## src/rtl/tlul_mem_responder.sv

```systemverilog
// tlul_mem_responder: TL-UL responder with one outstanding request, byte-masked
// word storage and an optional fixed wait between accept and response.
module tlul_mem_responder #(
  parameter int ADDR_WIDTH = 32,
  parameter int DATA_WIDTH = 32,
  parameter int MASK_WIDTH = DATA_WIDTH/8,
  parameter int SIZE_WIDTH = 3,
  parameter int OPCODE_WIDTH = 3,
  parameter int PARAM_WIDTH = 3,
  parameter logic [31:0] BASE_ADDR = 32'h4000_0000,
  parameter int MEM_WORDS = 16,
  parameter int WAIT_CYCLES = 0
) (
  input  logic                    clk,
  input  logic                    reset,
  input  logic                    a_valid,
  output logic                    a_ready,
  input  logic [OPCODE_WIDTH-1:0] a_opcode,
  input  logic [PARAM_WIDTH-1:0]  a_param,
  input  logic [SIZE_WIDTH-1:0]   a_size,
  input  logic                    a_source,
  input  logic [ADDR_WIDTH-1:0]   a_address,
  input  logic [MASK_WIDTH-1:0]   a_mask,
  input  logic [DATA_WIDTH-1:0]   a_data,
  output logic                    d_valid,
  input  logic                    d_ready,
  output logic [OPCODE_WIDTH-1:0] d_opcode,
  output logic [PARAM_WIDTH-1:0]  d_param,
  output logic [SIZE_WIDTH-1:0]   d_size,
  output logic                    d_source,
  output logic                    d_sink,
  output logic [DATA_WIDTH-1:0]   d_data,
  output logic                    d_error
);
  localparam int LW = $clog2(MASK_WIDTH);
  localparam int IW = MEM_WORDS > 1 ? $clog2(MEM_WORDS) : 1;
  localparam int CW = WAIT_CYCLES > 1 ? $clog2(WAIT_CYCLES) : 1;
  typedef enum logic [1:0] {IDLE, WAIT, RESP} state_e;
  state_e state_q, state_d;
  logic [CW-1:0] cnt_q, cnt_d;
  logic [DATA_WIDTH-1:0] mem_q [MEM_WORDS];
  logic [OPCODE_WIDTH-1:0] d_opcode_q;
  logic [SIZE_WIDTH-1:0] d_size_q;
  logic d_source_q, d_error_q;
  logic [DATA_WIDTH-1:0] d_data_q;
  logic [ADDR_WIDTH-1:0] off, amask;
  logic [IW-1:0] idx;
  logic accept, is_get, is_put, err, unused_param;
  assign unused_param = ^a_param;
  assign is_get = a_opcode == OPCODE_WIDTH'(4);
  assign is_put = a_opcode == OPCODE_WIDTH'(0) || a_opcode == OPCODE_WIDTH'(1);
  assign off = a_address - ADDR_WIDTH'(BASE_ADDR);
  assign amask = (ADDR_WIDTH'(1) << a_size) - ADDR_WIDTH'(1);
  assign idx = off[LW +: IW];
  assign err = !(is_get || is_put) || a_size > SIZE_WIDTH'(LW) || |(a_address & amask)
             || a_address < ADDR_WIDTH'(BASE_ADDR) || off >= ADDR_WIDTH'(MEM_WORDS*MASK_WIDTH);
  assign accept = a_valid && a_ready;
  always_ff @(posedge clk) begin
    state_q <= !reset ? IDLE : state_d;
    cnt_q <= !reset ? '0 : cnt_d;
  end
  always_comb begin
    state_d = state_q;
    cnt_d = cnt_q;
    case (state_q)
      IDLE: if (accept) begin
        state_d = WAIT_CYCLES == 0 ? RESP : WAIT;
        cnt_d = CW'(WAIT_CYCLES == 0 ? 0 : WAIT_CYCLES - 1);
      end
      WAIT: begin
        state_d = cnt_q == '0 ? RESP : WAIT;
        cnt_d = cnt_q == '0 ? cnt_q : cnt_q - CW'(1);
      end
      RESP: state_d = d_ready ? IDLE : RESP;
      default: state_d = IDLE;
    endcase
  end
  always_comb begin
    a_ready = state_q == IDLE && reset;
    d_valid = state_q == RESP;
  end
  always_ff @(posedge clk) begin
    if (!reset) begin
      d_opcode_q <= '0;
      d_size_q <= '0;
      d_source_q <= 1'b0;
      d_error_q <= 1'b0;
      d_data_q <= '0;
      for (int i = 0; i < MEM_WORDS; i++) mem_q[i] <= '0;
    end else if (accept) begin
      d_opcode_q <= is_get ? OPCODE_WIDTH'(1) : OPCODE_WIDTH'(0);
      d_size_q <= a_size;
      d_source_q <= a_source;
      d_error_q <= err;
      d_data_q <= is_get && !err ? mem_q[idx] : '0;
      for (int b = 0; b < MASK_WIDTH; b++)
        if (is_put && !err && a_mask[b]) mem_q[idx][8*b +: 8] <= a_data[8*b +: 8];
    end
  end
  assign d_opcode = d_opcode_q;
  assign d_param = '0;
  assign d_size = d_size_q;
  assign d_source = d_source_q;
  assign d_sink = 1'b0;
  assign d_data = d_data_q;
  assign d_error = d_error_q;
endmodule

```

## config.mk

```make
export PLATFORM = sky130hd
export DESIGN_NAME = tlul_mem_responder
export DESIGN_NICKNAME = d
export VERILOG_FILES = /design/src/rtl/tlul_mem_responder.sv
export SDC_FILE = /design/constraint.sdc
export NUM_CORES = 1
export LEC_CHECK = 0
export ABC_AREA = 1
export CAP_MARGIN = 20
export CORE_ASPECT_RATIO = 2
export CORE_MARGIN = 1.5
export CORE_UTILIZATION = 35
export DETAILED_ROUTE_END_ITERATION = 10
export PLACE_DENSITY = 0.55
export SLEW_MARGIN = 15
export SYNTH_ARGS = -nofsm -noshare
export SYNTH_HDL_FRONTEND = slang
export SYNTH_SLANG_ARGS = --single-unit
```

## constraint.sdc

```tcl
create_clock -name clk -period 3.4 [get_ports clk]
set_input_delay 0.68 -clock clk [delete_from_list [all_inputs] [get_ports clk]]
set_output_delay 0.68 -clock clk [all_outputs]
set_load 0.1 [all_outputs]
```

Figure 1. Close-up of the layout.
Scale bar: 20 um. Window x 72 to 122, y 245 to 295 um. Cells in grey, sequential cells in the stronger grey; small squares are vias.
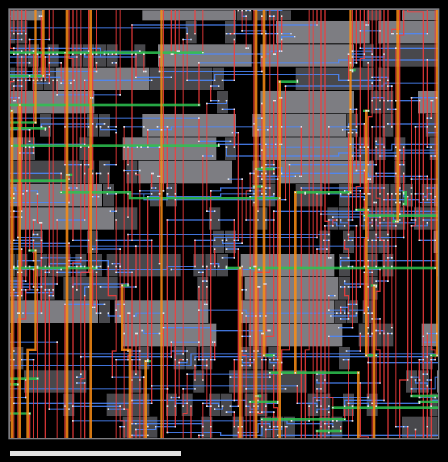
layer	colour
met1	blue
met3	green
met4	orange
met2	red
cells with their middle in the window	160
netlist names of flops here include	mem_q (22)
most frequent	nand2_1 (59), nor2_1 (55), edfxtp_1 (22)
sequential cells in the window	22

Figure 2. Clock routing.
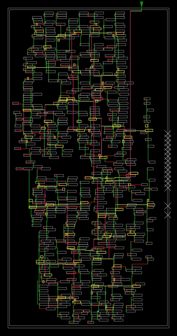
clock buffers: 64
Late-Pin Clk Latency: 0.60 ns
flop count: 551

Figure 3. I/O pins on the die edge.
Scale bar: 50 um. Pins as bars across the die edge, other pins in grey.
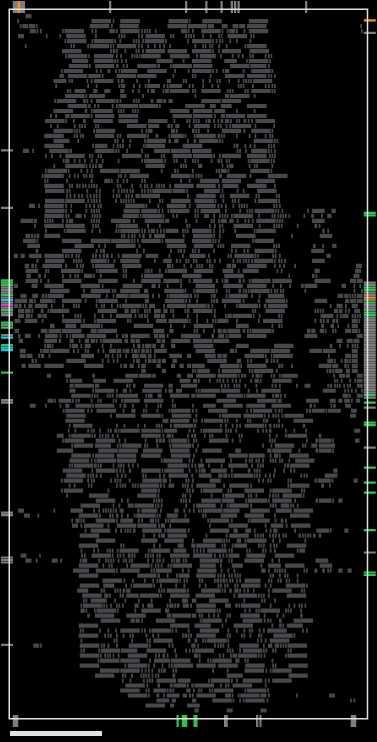
port	colour	pins	direction	edge
d_data	green	32	output	17 right, 9 left, 6 bottom
a_mask	cyan	4	input	left
a_ready	magenta	1	output	left
d_opcode	orange	3	output	2 right, 1 top
all pins by edge	63 right, 34 left, 16 bottom, 15 top
Die Ht: 385 um
Buffers on Ports: 118
die extent in x: 194 um

==> impl_metrics.csv <==
group,metric,value,unit
synth,flop_cell,"edfxtp_1",
detailed_routing,wl_per_cell,19.5,um
cts,cts_max_level,2,
placement,dp_cells,3908,
cts,clk_pin_slew,0.06,ns
detailed_routing,dr.pass1.iters,8,
finish,nets,3119,
synth,netlist_area,0.0256,mm^2
timing,finalCriticalPeriod,2.79,ns
die,io_pins,128,
die,rows,140,
synth,common_cells,"1107 x nor2_1, 694 x nand2_1, 512 x edfxtp_1, 145 x inv_1, 96 x clkbuf_1",
critical_path,startpoint,"a_size[0]",
critical_path,worstSetupPathType,"input port to flip-flop",
finish,layout-drive-gt1-share,11.7,%
synth,synth_area_per_cell,9.01,um^2
flow_run,warning_count,31,
pwr,ir_drop,377,uV
global_routing,overflow,0,
finish,final_cells,4000,
critical_path,endpoint,"mem_q[7][17]",
cts,cts_resized,0,
timing,fmax,358,MHz
critical_path,setup.worst_path.end_class,"flip-flop",
finish,diodes,0,
synth,synth_cell_types,27,
global_routing,antenna_found_initial,0,
synth,numSynthFlops,551,
worst_hold_path,hold_path_class,"flip-flop to flip-flop",
cts,clock-sinks,551,
synth,yosysWarnings,0,
timing,skew,0.0266,ns
synth,ys_chip_area,0.0256,mm^2
outcome,status,"complete, but fails checks",
critical_path,cp.arrival,3.04,ns
timing,hold_viol,0,
synth,yosysTopAreaCell,"edfxtp_1",
detailed_routing,vias_per_cell,4.90,
placement,gp_congestion,0.835,
die,fp-utilization,35.3,%
synth,top_cell_area_share,60.1,%
detailed_routing,remaining_drc_errors,15,
synth,synthCells,2840,
timing,drv_slew,0,
pwr,seqPwrFrac,52.7,%
synth,async_reset_ff_share,0,%
critical_path,ff2ff_path_depth,11,
cts,cts.path.max_buffers,3,
synth,synth_seq_share,63.1,%
critical_path,cp-start-kind,"input port",
critical_path,critPathRequiredTime,3.65,ns
flow_run,maxCapViolations,0,
finish,syn2layout_area_growth,19.3,%
pwr,powerDensity,478,mW/mm^2
pwr,p_sw,3.61,mW
synth,edf_count,512,
outcome,violations,"DRC",
timing,tightest_slew,0.986,ns
timing,rsz0062_at_grt,"no",
pwr,comb_power_share,9.7,%
pwr,power_frac_clock,37.6,%
synth,ys_cells,2840,
pwr,p_leak,13.0,nW
detailed_routing,first_iter_violations,1313,
pwr,cellInternalPower,11.0,mW
timing,max_slew_margin,34.1,%
cts,cts-root-buf,"clkbuf_16",
global_routing,grt_usage,20.7,%
pwr,switching_share,24.7,%
critical_path,r2r-start,"state_q[1]",
die,core,0.0725,mm^2
finish,n_fill_cell,7160,
timing,holdWs,0.466,ns
cts,cts_tree,"built",
global_routing,grt_pass1_vias,20000,
finish,logic_area,0.00822,mm^2
die,die_area,0.0749,mm^2
synth,yosys-top-cells-area,"edfxtp_1 60%, nor2_1 16%, nand2_1 10%, dfxtp_1 3.1%, inv_1 2.1%",
cts,cts_setup_buffers,0,
cts,cts-buffers-inserted,49,
cts,cts_hold_buf,0,
critical_path,worstPathMaxFanout,28,
synth,synth_top_cell_by_count,"nor2_1",
timing,finalClockPeriodUsage,82.2,%
global_routing,grt_pass1_wl,115000,um
critical_path,r2r_end,"mem_q[7][17]",
global_routing,grt_max_degree,131,
timing,setup_viol,0,
critical_path,rrSetupSlack,1.05,ns
detailed_routing,drt.antenna.violating_nets,0,
placement,dp_hpwl,53200,um
Figure 4. Signal wires on met1.
Scale bar: 50 um.
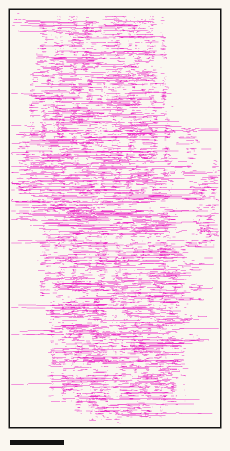
main direction	horizontal
longest straight run	84.6 um
nets with wire on the layer	2909
wire length on this layer	27.4 mm
Routed WL: 77800 um
met1 Usage GRT: 21.0%
vias: 19600

Figure 5. Register map, names as in the netlist.
Scale bar: 50 um.
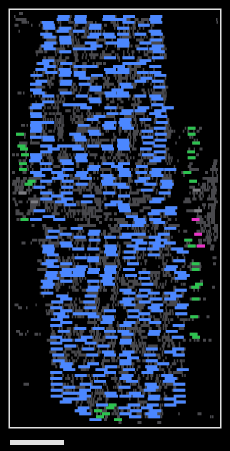
name in the netlist	colour	flops
mem_q	blue	512
d_size	magenta	3
d_data	green	32
not coloured	4
Reg area: 0.0162 mm^2
Layout Utilization: 42.1%
Seq/total area: 52.9%
Sequential Power: 7.69 mW

==> cell families after synthesis <==
logic type,count (synthesis),share of synthesized area (%)
adder cells (fa/ha/maj),1,0.0489
AND-OR/OR-AND,97,1.91
flip-flops,551,63.1
other,1,0.0146
AND/OR/NAND/NOR,1894,30.0
buffers and inverters,296,4.92
==> registers in the layout, summed over array words and instances, names as in the netlist <==
name	cells
mem_q	512
state_q	1
d_opcode	1
d_source	1
d_size	3
d_data	32
d_error	1
==> through the flow <==
step	setup slack (ns)	TNS, ns	utilization [%]	power [mW]	area [um^2]
2_1_floorplan	0.290	0	-	8.61	25600
3_3_place_gp	-0.0220	-0.314	40.0	9.23	29000
3_5_place_dp	0.0131	0	40.0	9.26	29000
4_1_cts	0.610	0	42.1	14.7	30500
5_1_grt	0.499	0	42.1	15.0	30500
6_report	0.606	0	42.1	14.6	30500
==> metal layers <==
| layer | wire, um | vias to the layer above | track usage [%] |
|---|---|---|---|
| met5 | 0 | - | 0 |
| li1 | - | 9394 | - |
| met1 | 27400 | 9291 | 21.0 |
| met3 | 3860 | 242 | 2.28 |
| met4 | 5000 | 0 | 13.3 |
| met2 | 41600 | 660 | 40.0 |
==> power groups by stage <==
stage	logic (mW)	clock network [mW]	registers, mW
finish	1.41	5.49	7.69
floorplan	0.752	0	7.85
detailed placement	1.42	0	7.84
CTS	1.42	5.60	7.69
global placement	1.41	0	7.83
global route	1.53	5.79	7.71
==> final cells by class <==
type                            count  share of cell area [%]
Multi-Input combinational cell   1998                    26.9
Clock inverter                     28                   0.586
Inverter                          149                    1.84
Tap cell                          923                    3.78
Timing Repair Buffer              287                    9.43
Clock buffer                       64                    4.51
Sequential cell                   551                    52.9
==> critical path: stages <==
cell and delay (ns):
clkdlybuf4s50_1 0.49, nand3_1 0.11, ha_1 0.30, inv_1 0.04, nand2_1 0.04, nand2_1 0.05, nor2_1 0.08, nand2_1 0.06
nor2_1 0.12, nand2_1 0.14, clkinv_2 0.12, buf_12 0.27, buf_4 0.18, nand3_4 0.05, nand2_1 0.29
==> cell usage in the layout (no fill, tap or decap), types with 2 or more instances in the layout <==
cell type	count
clkinv_1	8
buf_4	162
buf_2	2
clkinv_4	2
a21oi_1	33
clkbuf_8	3
clkbuf_16	52
clkdlybuf4s50_1	81
clkbuf_1	9
nand3_4	19
nor2_4	5
conb_1	6
dfxtp_1	39
nand3_1	20
edfxtp_1	512
nand3_2	33
nor2_1	1104
nor2_2	15
nand2_4	2
nand2_2	2
clkinv_2	15
inv_1	145
buf_12	42
clkinvlp_4	2
o21ai_0	63
nand2_1	692
==> worst min path at each step <==
| stage | from | end | slack (ns) | cells after the start |
|---|---|---|---|---|
| floorplan | mem_q[8][31] | d_data[31] | 0.77 | 8 |
| global placement | d_size[2] | d_size[2] | 0.45 | 2 |
| detailed placement | d_data[4] | d_data[4] | 0.46 | 2 |
| CTS | d_data[4] | d_data[4] | 0.47 | 2 |
| global route | d_data[2] | d_data[2] | 0.49 | 2 |
| finish | d_data[18] | d_data[18] | 0.47 | 2 |
Power is estimated from default activity; no workload was simulated.
